### src/rtl/spi_pkg.sv
// Shared types and constants for the SPI master: FSM state encoding, SPI mode
// encodings and a width helper for the divider and edge counters.
package spi_pkg;

  typedef enum logic [1:0] {
    IDLE  = 2'd0,
    SETUP = 2'd1,
    XFER  = 2'd2,
    HOLD  = 2'd3
  } spi_state_t;

  // Modes encoded as {CPOL, CPHA}
  localparam logic [1:0] SPI_MODE0 = 2'b00;
  localparam logic [1:0] SPI_MODE1 = 2'b01;
  localparam logic [1:0] SPI_MODE2 = 2'b10;
  localparam logic [1:0] SPI_MODE3 = 2'b11;

  function automatic int cnt_width(input int n);
    return (n <= 2) ? 1 : $clog2(n);
  endfunction

endpackage

### src/rtl/spi_tick_gen.sv
// SCK half-period divider: counts 0..HALF_DIV-1 while run is high and fires
// tick on the last count; the count is held at zero whenever run is low.
module spi_tick_gen
  import spi_pkg::*;
#(
  parameter int HALF_DIV = 32
) (
  input  logic clk,
  input  logic reset,
  input  logic run,
  output logic tick
);

  localparam int W = cnt_width(HALF_DIV);

  logic [W-1:0] count;

  assign tick = run && (count == W'(HALF_DIV - 1));

  // Wrapping on tick doubles as the clear on every state change.
  always_ff @(posedge clk) begin
    if (reset || !run) begin
      count <= '0;
    end else if (tick) begin
      count <= '0;
    end else begin
      count <= count + 1'b1;
    end
  end

endmodule

### src/rtl/spi_master.sv
// Parametrised SPI master (frame length, SCK divider, CPOL/CPHA) with CS setup/hold.
// Defining SPI_MASTER_LSB_FIRST_EN adds the lsb_first input for LSB-first frames.
module spi_master
  import spi_pkg::*;
#(
  parameter int FRAME_BITS = 40,
  parameter int HALF_DIV   = 32,
  parameter bit CPOL       = 1'b0,
  parameter bit CPHA       = 1'b0
) (
  input  logic                  clk,
  input  logic                  reset,
  input  logic                  start,
  input  logic [FRAME_BITS-1:0] tx_data,
`ifdef SPI_MASTER_LSB_FIRST_EN
  input  logic                  lsb_first,
`endif
  output logic                  busy,
  output logic                  done,
  output logic [FRAME_BITS-1:0] rx_data,
  output logic                  cs,
  output logic                  sck,
  output logic                  mosi,
  input  logic                  miso,
  output spi_state_t            debug_state
);

  // Handshake: start is a request taken only while busy is low (IDLE); a start
  // seen while busy is dropped, and done pulses once when rx_data is updated.

  localparam int EW = cnt_width(2 * FRAME_BITS + 1);
  localparam logic [EW-1:0] LAST_EDGE = EW'(2 * FRAME_BITS);

  spi_state_t state, state_next;
  logic tick, lsb_in, lsb_q;
  logic edge_now, leading, sample_edge, shift_edge;
  logic [EW-1:0] edge_cnt, edge_num;
  logic [FRAME_BITS-1:0] tx_sr, rx_sr, rx_next;

`ifdef SPI_MASTER_LSB_FIRST_EN
  assign lsb_in = lsb_first;
`else
  assign lsb_in = 1'b0;
`endif

  function automatic logic first_bit(input logic [FRAME_BITS-1:0] v, input logic lsb);
    return lsb ? v[0] : v[FRAME_BITS-1];
  endfunction

  function automatic logic [FRAME_BITS-1:0] advance(input logic [FRAME_BITS-1:0] v,
                                                    input logic lsb);
    return lsb ? (v >> 1) : (v << 1);
  endfunction

  spi_tick_gen #(.HALF_DIV(HALF_DIV)) u_tick (
    .clk   (clk),
    .reset (reset),
    .run   (state != IDLE),
    .tick  (tick)
  );

  // edge_num is the SCK edge about to be produced (1-based); odd edges lead.
  assign edge_num    = edge_cnt + 1'b1;
  assign edge_now    = (state == XFER) && tick;
  assign leading     = edge_num[0];
  assign sample_edge = edge_now && (leading != CPHA);
  assign shift_edge  = edge_now && (leading == CPHA) && (edge_num != LAST_EDGE);
  assign rx_next     = lsb_q ? ((rx_sr >> 1) | (FRAME_BITS'(miso) << (FRAME_BITS - 1)))
                             : ((rx_sr << 1) | FRAME_BITS'(miso));
  assign busy        = (state != IDLE);
  assign debug_state = state;

  always_comb begin
    state_next = state;
    case (state)
      IDLE:    if (start) state_next = SETUP;
      SETUP:   if (tick) state_next = XFER;
      XFER:    if (tick && (edge_num == LAST_EDGE)) state_next = HOLD;
      HOLD:    if (tick) state_next = IDLE;
      default: state_next = IDLE;
    endcase
  end

  always_ff @(posedge clk) begin
    if (reset) state <= IDLE;
    else       state <= state_next;
  end

  always_ff @(posedge clk) begin
    if (reset) begin
      cs       <= 1'b1;
      sck      <= CPOL;
      mosi     <= 1'b0;
      done     <= 1'b0;
      rx_data  <= '0;
      tx_sr    <= '0;
      rx_sr    <= '0;
      edge_cnt <= '0;
      lsb_q    <= 1'b0;
    end else begin
      done <= 1'b0;
      case (state)
        IDLE: begin
          if (start) begin
            cs       <= 1'b0;
            edge_cnt <= '0;
            lsb_q    <= lsb_in;
            // CPHA=0 presents the first bit during setup, so it is consumed here.
            if (CPHA) begin
              tx_sr <= tx_data;
            end else begin
              mosi  <= first_bit(tx_data, lsb_in);
              tx_sr <= advance(tx_data, lsb_in);
            end
          end
        end
        XFER: begin
          if (tick) begin
            edge_cnt <= edge_num;
            sck      <= (edge_num == LAST_EDGE) ? CPOL : ~sck;
            if (sample_edge) rx_sr <= rx_next;
            if (shift_edge) begin
              mosi  <= first_bit(tx_sr, lsb_q);
              tx_sr <= advance(tx_sr, lsb_q);
            end
          end
        end
        HOLD: begin
          if (tick) begin
            rx_data <= rx_sr;
            done    <= 1'b1;
            cs      <= 1'b1;
          end
        end
        default: ;
      endcase
    end
  end

endmodule

### config.mk
export PLATFORM = sky130hd
export DESIGN_NAME = spi_master
export DESIGN_NICKNAME = d
export VERILOG_FILES = /design/src/rtl/spi_pkg.sv /design/src/rtl/spi_tick_gen.sv /design/src/rtl/spi_master.sv
export SDC_FILE = /design/constraint.sdc
export NUM_CORES = 1
export LEC_CHECK = 0
export ABC_AREA = 1
export CORE_ASPECT_RATIO = 0.75
export CORE_MARGIN = 3
export CORE_UTILIZATION = 41
export CTS_CLUSTER_SIZE = 12
export DETAILED_ROUTE_END_ITERATION = 8
export PLACE_DENSITY = 0.63
export SLEW_MARGIN = 5
export SYNTH_ARGS = -nofsm -noshare
export SYNTH_HDL_FRONTEND = slang
export SYNTH_SLANG_ARGS = --single-unit
### constraint.sdc
create_clock -name clk -period 2.9 [get_ports clk]
set_clock_uncertainty 0.15 [all_clocks]
set_input_delay 0.58 -clock clk [delete_from_list [all_inputs] [get_ports clk]]
set_output_delay 0.58 -clock clk [all_outputs]
set_load 0.005 [all_outputs]
==> images/drive_strength.png <==
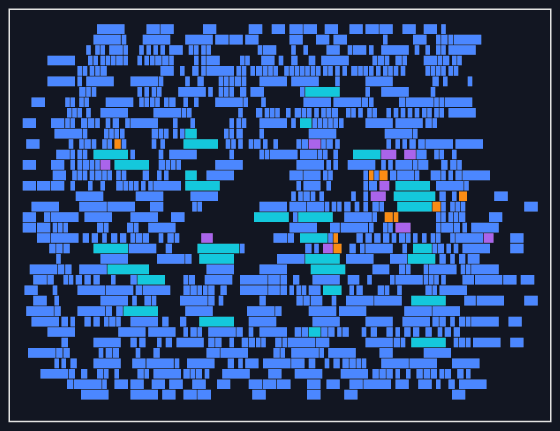
drive 2: shown in orange, cells 9. drive 1 or less: shown in blue, cells 805. drive 3 to 4: shown in purple, cells 10. drive 6 and up: shown in cyan, cells 30.
Non-clock buffers: 96
Worst Setup Slack, final: 0.321 ns
Area Overhead vs Synth: 28.7%
final instance area: 0.00717 sq mm

==> images/gate_families.png <==
The bar under the picture is 50 um long.
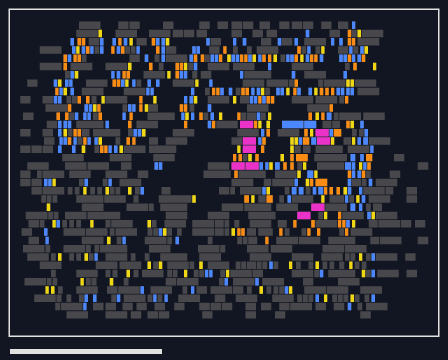
inverters: shown in yellow, cells 99, where spread over the die. NOR gates: shown in orange, cells 119. NAND gates: shown in blue, cells 192, where spread over the die. adder and majority cells: shown in magenta, cells 9, where center.
non-filler cells, final: 1025
most frequent logic cell in the layout: nand2_1
combinational fraction of the cell area: 0.313

==> flow_summary.json <==
{
  "maxPowerGroup": "the clock network",
  "r2r_end": "tx_sr[14]",
  "rsz0062_at_grt": "no",
  "grt_pass1_vias": 4405,
  "setup_viol": 0,
  "clk_pin_slew_ns": 0.06,
  "status": "finished, final reports clean",
  "grt_pass1_wl_mm": 20.5,
  "fin_crit_ns": 2.58,
  "grt_usage": 0.166,
  "warnings": 31,
  "fp.coreArea_sq_mm": 0.0132,
  "relSlewSlack": 0.576,
  "ios": 91,
  "gp_congestion": 0.830,
  "grt_antenna_before_repair": 0,
  "worstPathMaxFanout": 5,
  "p_switching_mw": 1.75,
  "cts-buffers-inserted": 17,
  "hold_depth": 2,
  "postCtsSetupBuffers": 0,
  "tightest_slew_ns": 0.636,
  "yosys.area.top_type": "dfxtp_1",
  "clockPowerShare": 0.392,
  "cp.arrival_ns": 1.85,
  "rr_startpoint": "u_tick.count[0]",
  "seq_power_mw": 2.15,
  "cts_resized": 0,
  "numClockSinks": 137,
  "cp-start-kind": "flop",
  "cp_top_family": "buffers and inverters",
  "fillCellCount": 1257,
  "hold-path-endpoint": "rx_sr[21]",
  "syn_area_sq_mm": 0.00558,
  "drt-pass1-iter-count": 5,
  "via_per_inst": 4.65,
  "cts_tree": "done",
  "diodes": 0,
  "ys_cells": 769,
  "fin_crit_sh": 0.889,
  "rows": 36,
  "grt_max_degree": 84,
  "die_h_um": 107,
  "timing.fmax_mhz": 388,
  "critPathKind": "flop to primary output",
  "p_per_area_mw_per_mm2": 795,
  "initial_utilization": 0.424,
  "place_ws_ns": 0.411,
  "clockBufferDepth": 2,
  "internal-power_mw": 3.95,
  "drc": 0,
  "fin_hold_ws_ns": 0.304,
  "netlist_top_cells_count": "nand2_1 (179), dfxtp_1 (137), o21ai_0 (113), nor2_1 (112), inv_1 (97)",
  "max_cap_violations": 0,
  "yosysChipArea_sq_mm": 0.00558,
  "power.total_mw": 5.71,
  "synth.top_cell.area_share": 0.492,
  "p_comb_mw": 1.32,
  "h-tree-depth": 4,
  "peakVddDrop_mv": 0.483,
  "synth_nets": 822,
  "dr.first_iter.drc_count": 315,
  "final-hold-violation-count": 0,
  "syn_avg_cell_area_sq_um": 7.25,
  "synthCells": 769
}
-- layer usage --
metal,up-vias,GRT usage,share of wire
met3,16,0.0446,0.051
met1,2118,0.224,0.49
met2,101,0.256,0.45
met4,0,0.0629,0.013
met5,-,0,0
li1,2529,-,-
-- area by class of cell --
type / count / area (sq um) / share of cell area
Timing Repair Buffer: 96 / 983 / 0.137
Sequential cell: 137 / 2740 / 0.382
Multi-Input combinational cell: 491 / 2250 / 0.313
Clock inverter: 12 / 164 / 0.0228
Inverter: 99 / 372 / 0.0518
Clock buffer: 19 / 453 / 0.0631
Tap cell: 171 / 214 / 0.0298
-- registers in the layout (all words and copies together), names as in the netlist --
name / cells
sck: 1
edge_cnt: 7
tx_sr: 39
rx_sr: 40
cs: 1
rx_data: 40
u_tick.count: 5
mosi: 1
debug_state: 2
done: 1
-- through the flow --
step	util	std cells
6_report	0.545	1025
3_3_place_gp	0.499	994
3_5_place_dp	0.499	994
5_1_grt	0.545	1025
4_1_cts	0.545	1025
2_1_floorplan	-	769
-- placed cells by master, fill, tap and decap left out, types with 3 or more instances in the layout --
cell / n
inv_2: 3
clkdlybuf4s50_1: 90
nor2_1: 112
nor2_2: 3
nand2_1: 179
bufinv_16: 3
clkinv_4: 3
dfxtp_1: 137
inv_1: 96
ha_1: 9
a22o_1: 8
buf_12: 3
buf_4: 3
clkbuf_16: 17
nand3_1: 9
a21oi_1: 44
inv_6: 4
o21ai_0: 113
-- cells by family (layout without fill, tap and decap cells) --
group	after synthesis	count (layout)	share of synthesized area
simple gates	311	311	0.221
compound gates	170	170	0.160
buf+inv	141	226	0.106
flops	137	137	0.492
fa+ha+maj	9	9	0.0202
xor+xnor	1	1	0.00157
